**src/rtl/systolic_pkg.sv**
```systemverilog
// Shared definitions for the output-stationary systolic matrix multiplier.
//   state_t   : controller states (IDLE -> FEED -> FLUSH -> OUT -> IDLE)
//   calcOBits : accumulator width for a given operand width and maximum inner dimension
package systolic_pkg;

    typedef enum logic [1:0] {
        IDLE  = 2'd0,
        FEED  = 2'd1,
        FLUSH = 2'd2,
        OUT   = 2'd3
    } state_t;

    // Full product width plus enough headroom to sum kMax products without wrapping.
    function automatic int calcOBits(input int iBits, input int kMax);
        return 2 * iBits + $clog2(kMax);
    endfunction

endpackage

```
**src/rtl/systolic_mac_pe.sv**
```systemverilog
// One processing element of the output-stationary systolic grid.
// Operands arrive from the left (a) and from the top (b), are multiplied and
// accumulated in place, and are forwarded one register later to the right/down.
// Ports:
//   i_clock, i_reset     : clock, synchronous active-high reset
//   i_clear              : zero the accumulator (start of a new job)
//   i_signed             : 1 = operands are two's complement, 0 = unsigned
//   i_a, i_a_valid       : operand from the left neighbour / skew line
//   i_b, i_b_valid       : operand from the upper neighbour / skew line
//   o_a, o_a_valid       : registered a forwarded to the right neighbour
//   o_b, o_b_valid       : registered b forwarded to the lower neighbour
//   o_acc                : accumulated dot product
module systolic_mac_pe #(
    parameter int I_BITS = 8,
    parameter int O_BITS = 20
) (
    input  logic              i_clock,
    input  logic              i_reset,
    input  logic              i_clear,
    input  logic              i_signed,
    input  logic [I_BITS-1:0] i_a,
    input  logic              i_a_valid,
    input  logic [I_BITS-1:0] i_b,
    input  logic              i_b_valid,
    output logic [I_BITS-1:0] o_a,
    output logic              o_a_valid,
    output logic [I_BITS-1:0] o_b,
    output logic              o_b_valid,
    output logic [O_BITS-1:0] o_acc
);

    localparam int PW = 2 * I_BITS + 2;
    localparam int EW = (O_BITS > PW) ? O_BITS : PW;

    logic signed [I_BITS:0] aExt;
    logic signed [I_BITS:0] bExt;
    logic signed [PW-1:0]   product;
    logic signed [EW-1:0]   productExt;

    logic [I_BITS-1:0] a_q;
    logic [I_BITS-1:0] b_q;
    logic              aValid_q;
    logic              bValid_q;
    logic [O_BITS-1:0] acc_q;
    logic [O_BITS-1:0] acc_d;

    // One extra top bit turns both modes into a single signed multiply:
    // it copies the sign bit in signed mode and is zero in unsigned mode.
    assign aExt       = {i_signed & i_a[I_BITS-1], i_a};
    assign bExt       = {i_signed & i_b[I_BITS-1], i_b};
    assign product    = aExt * bExt;
    assign productExt = EW'(product);

    always_comb begin
        acc_d = acc_q;
        if (i_clear) begin
            acc_d = '0;
        end else if (i_a_valid && i_b_valid) begin
            acc_d = acc_q + productExt[O_BITS-1:0];
        end
    end

    always_ff @(posedge i_clock) begin
        if (i_reset) begin
            a_q      <= '0;
            b_q      <= '0;
            aValid_q <= 1'b0;
            bValid_q <= 1'b0;
            acc_q    <= '0;
        end else begin
            a_q      <= i_a;
            b_q      <= i_b;
            aValid_q <= i_a_valid;
            bValid_q <= i_b_valid;
            acc_q    <= acc_d;
        end
    end

    assign o_a       = a_q;
    assign o_a_valid = aValid_q;
    assign o_b       = b_q;
    assign o_b_valid = bValid_q;
    assign o_acc     = acc_q;

endmodule

```
**src/rtl/systolic_matmul_stream.sv**
```systemverilog
// Output-stationary systolic matrix multiplier C = A * B with runtime inner
// dimension, signed/unsigned mode, internal input skewing and valid/ready
// handshakes on both the operand and result side.
// Ports:
//   i_clock, i_reset       : clock, synchronous active-high reset
//   i_start, i_k_len       : start a job with inner dimension K (1..K_MAX)
//   i_signed               : operand signedness for the job
//   i_valid, o_ready       : operand beat handshake
//   i_a_vec, i_b_vec       : column k of A and row k of B, unskewed
//   o_c_valid, i_c_ready   : result row handshake
//   o_c_row, o_c_row_idx   : one row of C and its row index
//   o_busy                 : job in progress
//   o_done                 : one-cycle pulse after the last row is taken
module systolic_matmul_stream
    import systolic_pkg::*;
#(
    parameter int ROWS   = 4,
    parameter int COLS   = 4,
    parameter int I_BITS = 8,
    parameter int K_MAX  = 16,
    parameter int O_BITS = calcOBits(I_BITS, K_MAX)
) (
    input  logic                       i_clock,
    input  logic                       i_reset,
    input  logic                       i_start,
    input  logic [$clog2(K_MAX+1)-1:0] i_k_len,
    input  logic                       i_signed,
    input  logic                       i_valid,
    output logic                       o_ready,
    input  logic [ROWS*I_BITS-1:0]     i_a_vec,
    input  logic [COLS*I_BITS-1:0]     i_b_vec,
    output logic                       o_c_valid,
    input  logic                       i_c_ready,
    output logic [COLS*O_BITS-1:0]     o_c_row,
    output logic [$clog2(ROWS)-1:0]    o_c_row_idx,
    output logic                       o_busy,
    output logic                       o_done
);

    localparam int KW         = $clog2(K_MAX + 1);
    localparam int RW         = $clog2(ROWS);
    localparam int FW         = $clog2(ROWS + COLS);
    localparam int FLUSH_LAST = ROWS + COLS - 2;

    state_t state_q, state_d;

    logic [KW-1:0] kLen_q, kLen_d;
    logic          signed_q, signed_d;
    logic [KW-1:0] beatCnt_q, beatCnt_d;
    logic [FW-1:0] flushCnt_q, flushCnt_d;
    logic [RW-1:0] rowIdx_q, rowIdx_d;
    logic          done_q, done_d;

    logic startOk;
    logic fire;
    logic lastBeat;
    logic rowAccept;
    logic lastRow;

    logic [I_BITS-1:0] aBus   [ROWS][COLS+1];
    logic              aBusV  [ROWS][COLS+1];
    logic [I_BITS-1:0] bBus   [ROWS+1][COLS];
    logic              bBusV  [ROWS+1][COLS];
    logic [O_BITS-1:0] accArr [ROWS][COLS];
    logic              unusedEdges;

    assign startOk   = (state_q == IDLE) && i_start && (i_k_len != '0) && (i_k_len <= KW'(K_MAX));
    assign fire      = (state_q == FEED) && i_valid;
    assign lastBeat  = (beatCnt_q == (kLen_q - KW'(1)));
    assign rowAccept = (state_q == OUT) && i_c_ready;
    assign lastRow   = (rowIdx_q == RW'(ROWS - 1));

    always_ff @(posedge i_clock) begin
        if (i_reset) begin
            state_q <= IDLE;
        end else begin
            state_q <= state_d;
        end
    end

    // FLUSH needs ROWS+COLS-1 cycles so the final operand pair can walk from
    // the skew inputs to the far corner PE before results are read out.
    always_comb begin
        state_d = state_q;
        unique case (state_q)
            IDLE:    if (startOk)                            state_d = FEED;
            FEED:    if (fire && lastBeat)                   state_d = FLUSH;
            FLUSH:   if (flushCnt_q == FW'(FLUSH_LAST))      state_d = OUT;
            OUT:     if (rowAccept && lastRow)               state_d = IDLE;
            default:                                         state_d = IDLE;
        endcase
    end

    // Rows are only driven in OUT; the accumulators are frozen there because
    // every valid bit has drained out of the grid by the end of FLUSH.
    always_comb begin
        o_ready     = (state_q == FEED);
        o_c_valid   = (state_q == OUT);
        o_busy      = (state_q != IDLE);
        o_done      = done_q;
        o_c_row_idx = rowIdx_q;
        o_c_row     = '0;
        if (state_q == OUT) begin
            for (int c = 0; c < COLS; c++) begin
                o_c_row[c*O_BITS +: O_BITS] = accArr[rowIdx_q][c];
            end
        end
    end

    // Job configuration, beat/flush/row counters and the done pulse.
    always_comb begin
        kLen_d     = kLen_q;
        signed_d   = signed_q;
        beatCnt_d  = beatCnt_q;
        flushCnt_d = '0;
        rowIdx_d   = rowIdx_q;
        done_d     = rowAccept && lastRow;
        if (startOk) begin
            kLen_d    = i_k_len;
            signed_d  = i_signed;
            beatCnt_d = '0;
        end
        if (fire) begin
            beatCnt_d = beatCnt_q + KW'(1);
        end
        if (state_q == FLUSH) begin
            flushCnt_d = flushCnt_q + FW'(1);
        end
        if (rowAccept) begin
            rowIdx_d = lastRow ? '0 : rowIdx_q + RW'(1);
        end
    end

    always_ff @(posedge i_clock) begin
        if (i_reset) begin
            kLen_q     <= '0;
            signed_q   <= 1'b0;
            beatCnt_q  <= '0;
            flushCnt_q <= '0;
            rowIdx_q   <= '0;
            done_q     <= 1'b0;
        end else begin
            kLen_q     <= kLen_d;
            signed_q   <= signed_d;
            beatCnt_q  <= beatCnt_d;
            flushCnt_q <= flushCnt_d;
            rowIdx_q   <= rowIdx_d;
            done_q     <= done_d;
        end
    end

    // Row r of A is delayed r cycles so that, together with the one-register
    // hop per PE, A[r][k] and B[k][c] meet in PE(r,c) on the same cycle.
    for (genvar r = 0; r < ROWS; r++) begin : gASkew
        if (r == 0) begin : gDirect
            assign aBus[0][0]  = i_a_vec[0 +: I_BITS];
            assign aBusV[0][0] = fire;
        end else begin : gLine
            logic [I_BITS-1:0] line_q [r];
            logic [r-1:0]      lineValid_q;
            always_ff @(posedge i_clock) begin
                if (i_reset) begin
                    for (int s = 0; s < r; s++) begin
                        line_q[s] <= '0;
                    end
                    lineValid_q <= '0;
                end else begin
                    line_q[0]      <= i_a_vec[r*I_BITS +: I_BITS];
                    lineValid_q[0] <= fire;
                    for (int s = 1; s < r; s++) begin
                        line_q[s]      <= line_q[s-1];
                        lineValid_q[s] <= lineValid_q[s-1];
                    end
                end
            end
            assign aBus[r][0]  = line_q[r-1];
            assign aBusV[r][0] = lineValid_q[r-1];
        end
    end

    // Column c of B is delayed c cycles, mirroring the A skew.
    for (genvar c = 0; c < COLS; c++) begin : gBSkew
        if (c == 0) begin : gDirect
            assign bBus[0][0]  = i_b_vec[0 +: I_BITS];
            assign bBusV[0][0] = fire;
        end else begin : gLine
            logic [I_BITS-1:0] line_q [c];
            logic [c-1:0]      lineValid_q;
            always_ff @(posedge i_clock) begin
                if (i_reset) begin
                    for (int s = 0; s < c; s++) begin
                        line_q[s] <= '0;
                    end
                    lineValid_q <= '0;
                end else begin
                    line_q[0]      <= i_b_vec[c*I_BITS +: I_BITS];
                    lineValid_q[0] <= fire;
                    for (int s = 1; s < c; s++) begin
                        line_q[s]      <= line_q[s-1];
                        lineValid_q[s] <= lineValid_q[s-1];
                    end
                end
            end
            assign bBus[0][c]  = line_q[c-1];
            assign bBusV[0][c] = lineValid_q[c-1];
        end
    end

    for (genvar r = 0; r < ROWS; r++) begin : gRow
        for (genvar c = 0; c < COLS; c++) begin : gCol
            systolic_mac_pe #(
                .I_BITS (I_BITS),
                .O_BITS (O_BITS)
            ) u_pe (
                .i_clock   (i_clock),
                .i_reset   (i_reset),
                .i_clear   (startOk),
                .i_signed  (signed_q),
                .i_a       (aBus[r][c]),
                .i_a_valid (aBusV[r][c]),
                .i_b       (bBus[r][c]),
                .i_b_valid (bBusV[r][c]),
                .o_a       (aBus[r][c+1]),
                .o_a_valid (aBusV[r][c+1]),
                .o_b       (bBus[r+1][c]),
                .o_b_valid (bBusV[r+1][c]),
                .o_acc     (accArr[r][c])
            );
        end
    end

    // Operands leaving the right and bottom edges of the grid go nowhere.
    always_comb begin
        unusedEdges = 1'b0;
        for (int r = 0; r < ROWS; r++) begin
            unusedEdges = unusedEdges ^ aBusV[r][COLS] ^ (^aBus[r][COLS]);
        end
        for (int c = 0; c < COLS; c++) begin
            unusedEdges = unusedEdges ^ bBusV[ROWS][c] ^ (^bBus[ROWS][c]);
        end
    end

endmodule

```
**config.mk**
```make
export PLATFORM = sky130hd
export DESIGN_NAME = systolic_matmul_stream
export DESIGN_NICKNAME = d
export VERILOG_FILES = /design/src/rtl/systolic_pkg.sv /design/src/rtl/systolic_mac_pe.sv /design/src/rtl/systolic_matmul_stream.sv
export SDC_FILE = /design/constraint.sdc
export NUM_CORES = 2
export LEC_CHECK = 0
export CAP_MARGIN = 10
export CORE_ASPECT_RATIO = 1.4
export CORE_MARGIN = 8
export CORE_UTILIZATION = 27
export CTS_BUF_LIST = sky130_fd_sc_hd__clkbuf_16
export DETAILED_ROUTE_END_ITERATION = 10
export GPL_ROUTABILITY_DRIVEN = 1
export PLACE_DENSITY = 0.43
export SYNTH_ARGS = -nofsm -noshare
export SYNTH_HDL_FRONTEND = slang
export SYNTH_SLANG_ARGS = --single-unit
export TNS_END_PERCENT = 30
```
**constraint.sdc**
```tcl
create_clock -name i_clock -period 8.55 [get_ports i_clock]
set_input_delay 1.71 -clock i_clock [delete_from_list [all_inputs] [get_ports i_clock]]
set_output_delay 1.71 -clock i_clock [all_outputs]
set_load 0.005 [all_outputs]
```
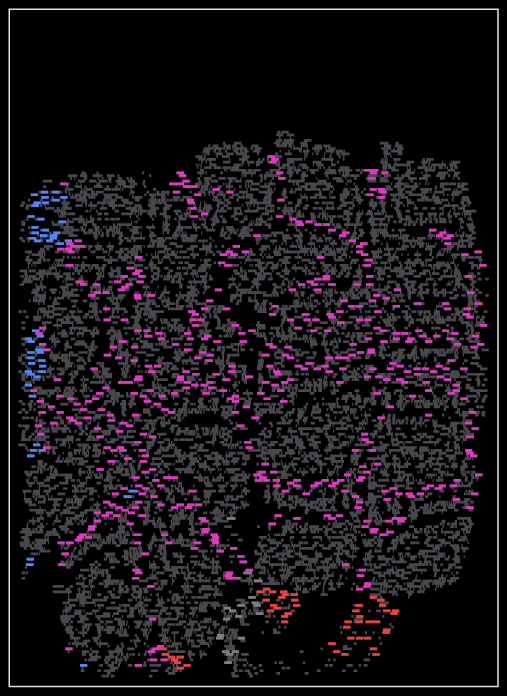
by_instance.png
Scale: 1 px per µm. Other sequential cells in the stronger gray, the rest of the logic in the fainter gray.
- blue: gASkew (placed flops 50; where middle left)
- red: gBSkew (placed flops 48)
- magenta: gRow (placed flops 516)
- not colored: 19

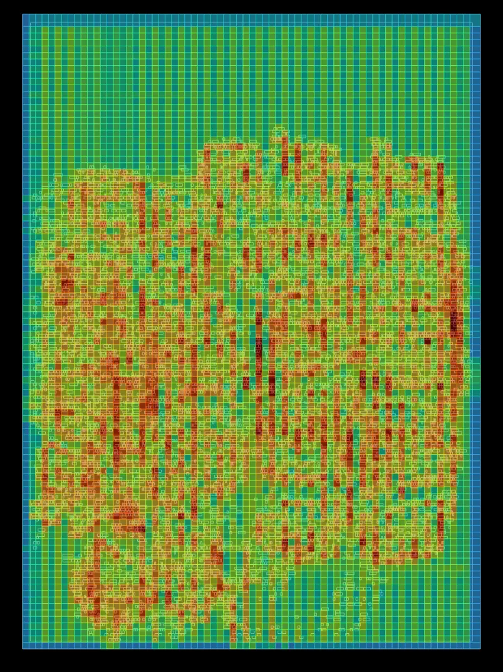
congestion.png
average wire length per cell after detail routing: 18.0 µm
utilization after layout: 0.302

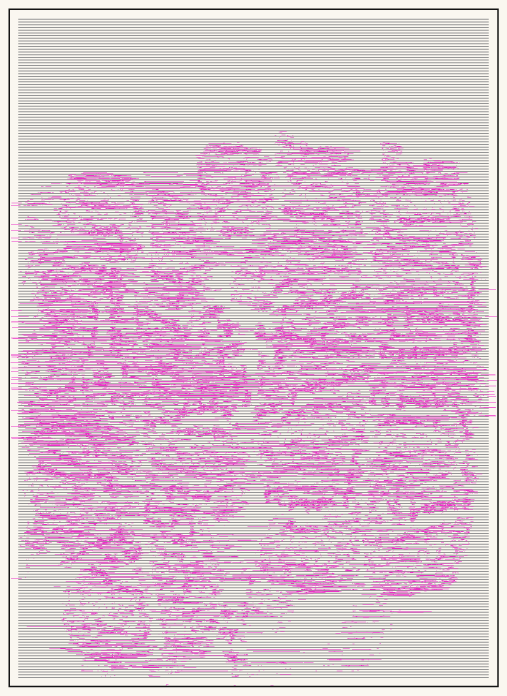
layer_met1.png
Scale: 1 px per µm. Supply wires on this layer in gray.
- nets with wire on the layer: 10617
- main direction: horizontal
- longest straight run: 116 µm
- wire length on this layer: 96.3 mm
- share of all routed wire: 40%
total detailed-routing wirelength: 244 mm
via count: 62667

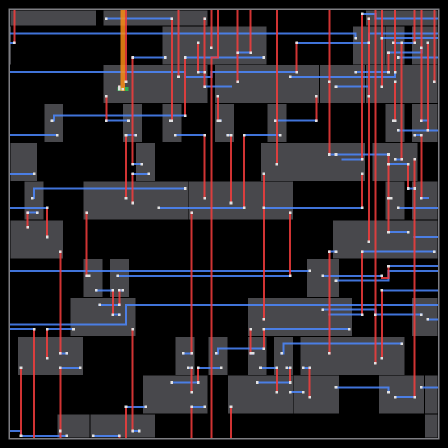
detail.png
Region (229, 458) to (259, 488) µm. Cells in gray, sequential cells in the stronger gray; small squares are vias.
- orange: metal 4
- blue: metal 1
- green: metal 3
- red: metal 2
- most frequent: inv_1 (16), fa_1 (10), ha_1 (6)
- sequential cells in the window: 0
- cells with their middle in the window: 41

==> job_summary.md <==
## PnR job results

| Metric | Value |
|---|---|
| H-Tree Depth | 3 |
| Worst slack after detailed placement | 0.0762 ns |
| Fill cells | 32760 |
| Die X | 487 µm |
| Max-capacitance violation count | 0 |
| Layout inverter count without the clock tree | 1406 |
| Most area-hungry cell type in the Yosys netlist | fa_1 |
| Pin count of the biggest net entering global routing | 128 |
| Number of gates resized after CTS | 0 |
| Total global routing track utilization | 0.148 |
| Yosys stat chip area | 0.0839 mm² |
| Number of standard cells in the final layout excluding fillers | 13551 |
| Path depth of the worst reg2reg path | 27 |
| Critical path origin | i_a_vec[4] |
| Post-route worst hold slack | 0.424 ns |
| Largest fanout on the critical path | 7 |
| Most congested layer reported by global routing | met2 |
| Number of synthesized register bits | 633 |
| Clock distribution power | 4.20 mW |
| Sequential share of cell area | 0.136 |
| Layout-stage area growth over the synthesis result | 11.3% |
| Delay-heaviest family, CP | adder cells |
| Cell Rows | 242 |
| Main kind of combinational logic by area | adder cells |
| Top Ports | 161 |
| Final tally of max-slew violations | 0 |
| Worst-path cell with the longest stage delay | clkdlybuf4s50_1 |
| Path class of the lowest-slack min-delay path | reg -> reg |
| Multi-input logic cell count | 6936 |
| Number of cells traversed by the worst hold path | 1 |
| Antenna Nets Post-Route | 0 |
| Floorplan core density | 0.271 |
| Number of antenna repair diodes | 3 |
| Launch instance of the worst min-delay path | gASkew[3].gLine.line_q[0][15] |
| Crit path setup slack, layout | 0.816 ns |
| Standard cell area after detailed placement | 0.0901 mm² |
| Flip-flop and latch area | 0.0127 mm² |
| Mapped Cells | 9346 |
| Unrepaired setup endpoints after global routing | false |
| Top power group | the clock network |
| Yosys cell types | 83 |
| Sequential-cell power consumption | 3.23 mW |
| Crit path DRT | 9.17 ns |
| Int Pwr | 6.54 mW |
| Ys async rst share | 0 |
| Final period util | 0.905 |
| Share of final layout cell area taken by non-clock buffers | 0.0249 |
| Total stage count of the critical path | 26 |
| P_leak | 45.7 nW |
| Uppermost layer routed | met4 |
| Fraction of power consumed by combinational cells | 0.237 |
| Outcome | finished, final reports clean |
| Switching pwr | 3.20 mW |
| Comb. cell area | 0.0646 mm² |
| Total die size | 0.329 mm² |
| Share of layout cells above drive strength 1 | 0.0422 |
| Post-synthesis net count | 11494 |
| Worst setup path end | gRow[0].gCol[0].u_pe.o_acc[19] |
| Post-CTS Setup Bufs | 0 |
| Number of buffer cells added on primary ports | 160 |
Power and IR drop assume default switching activity.
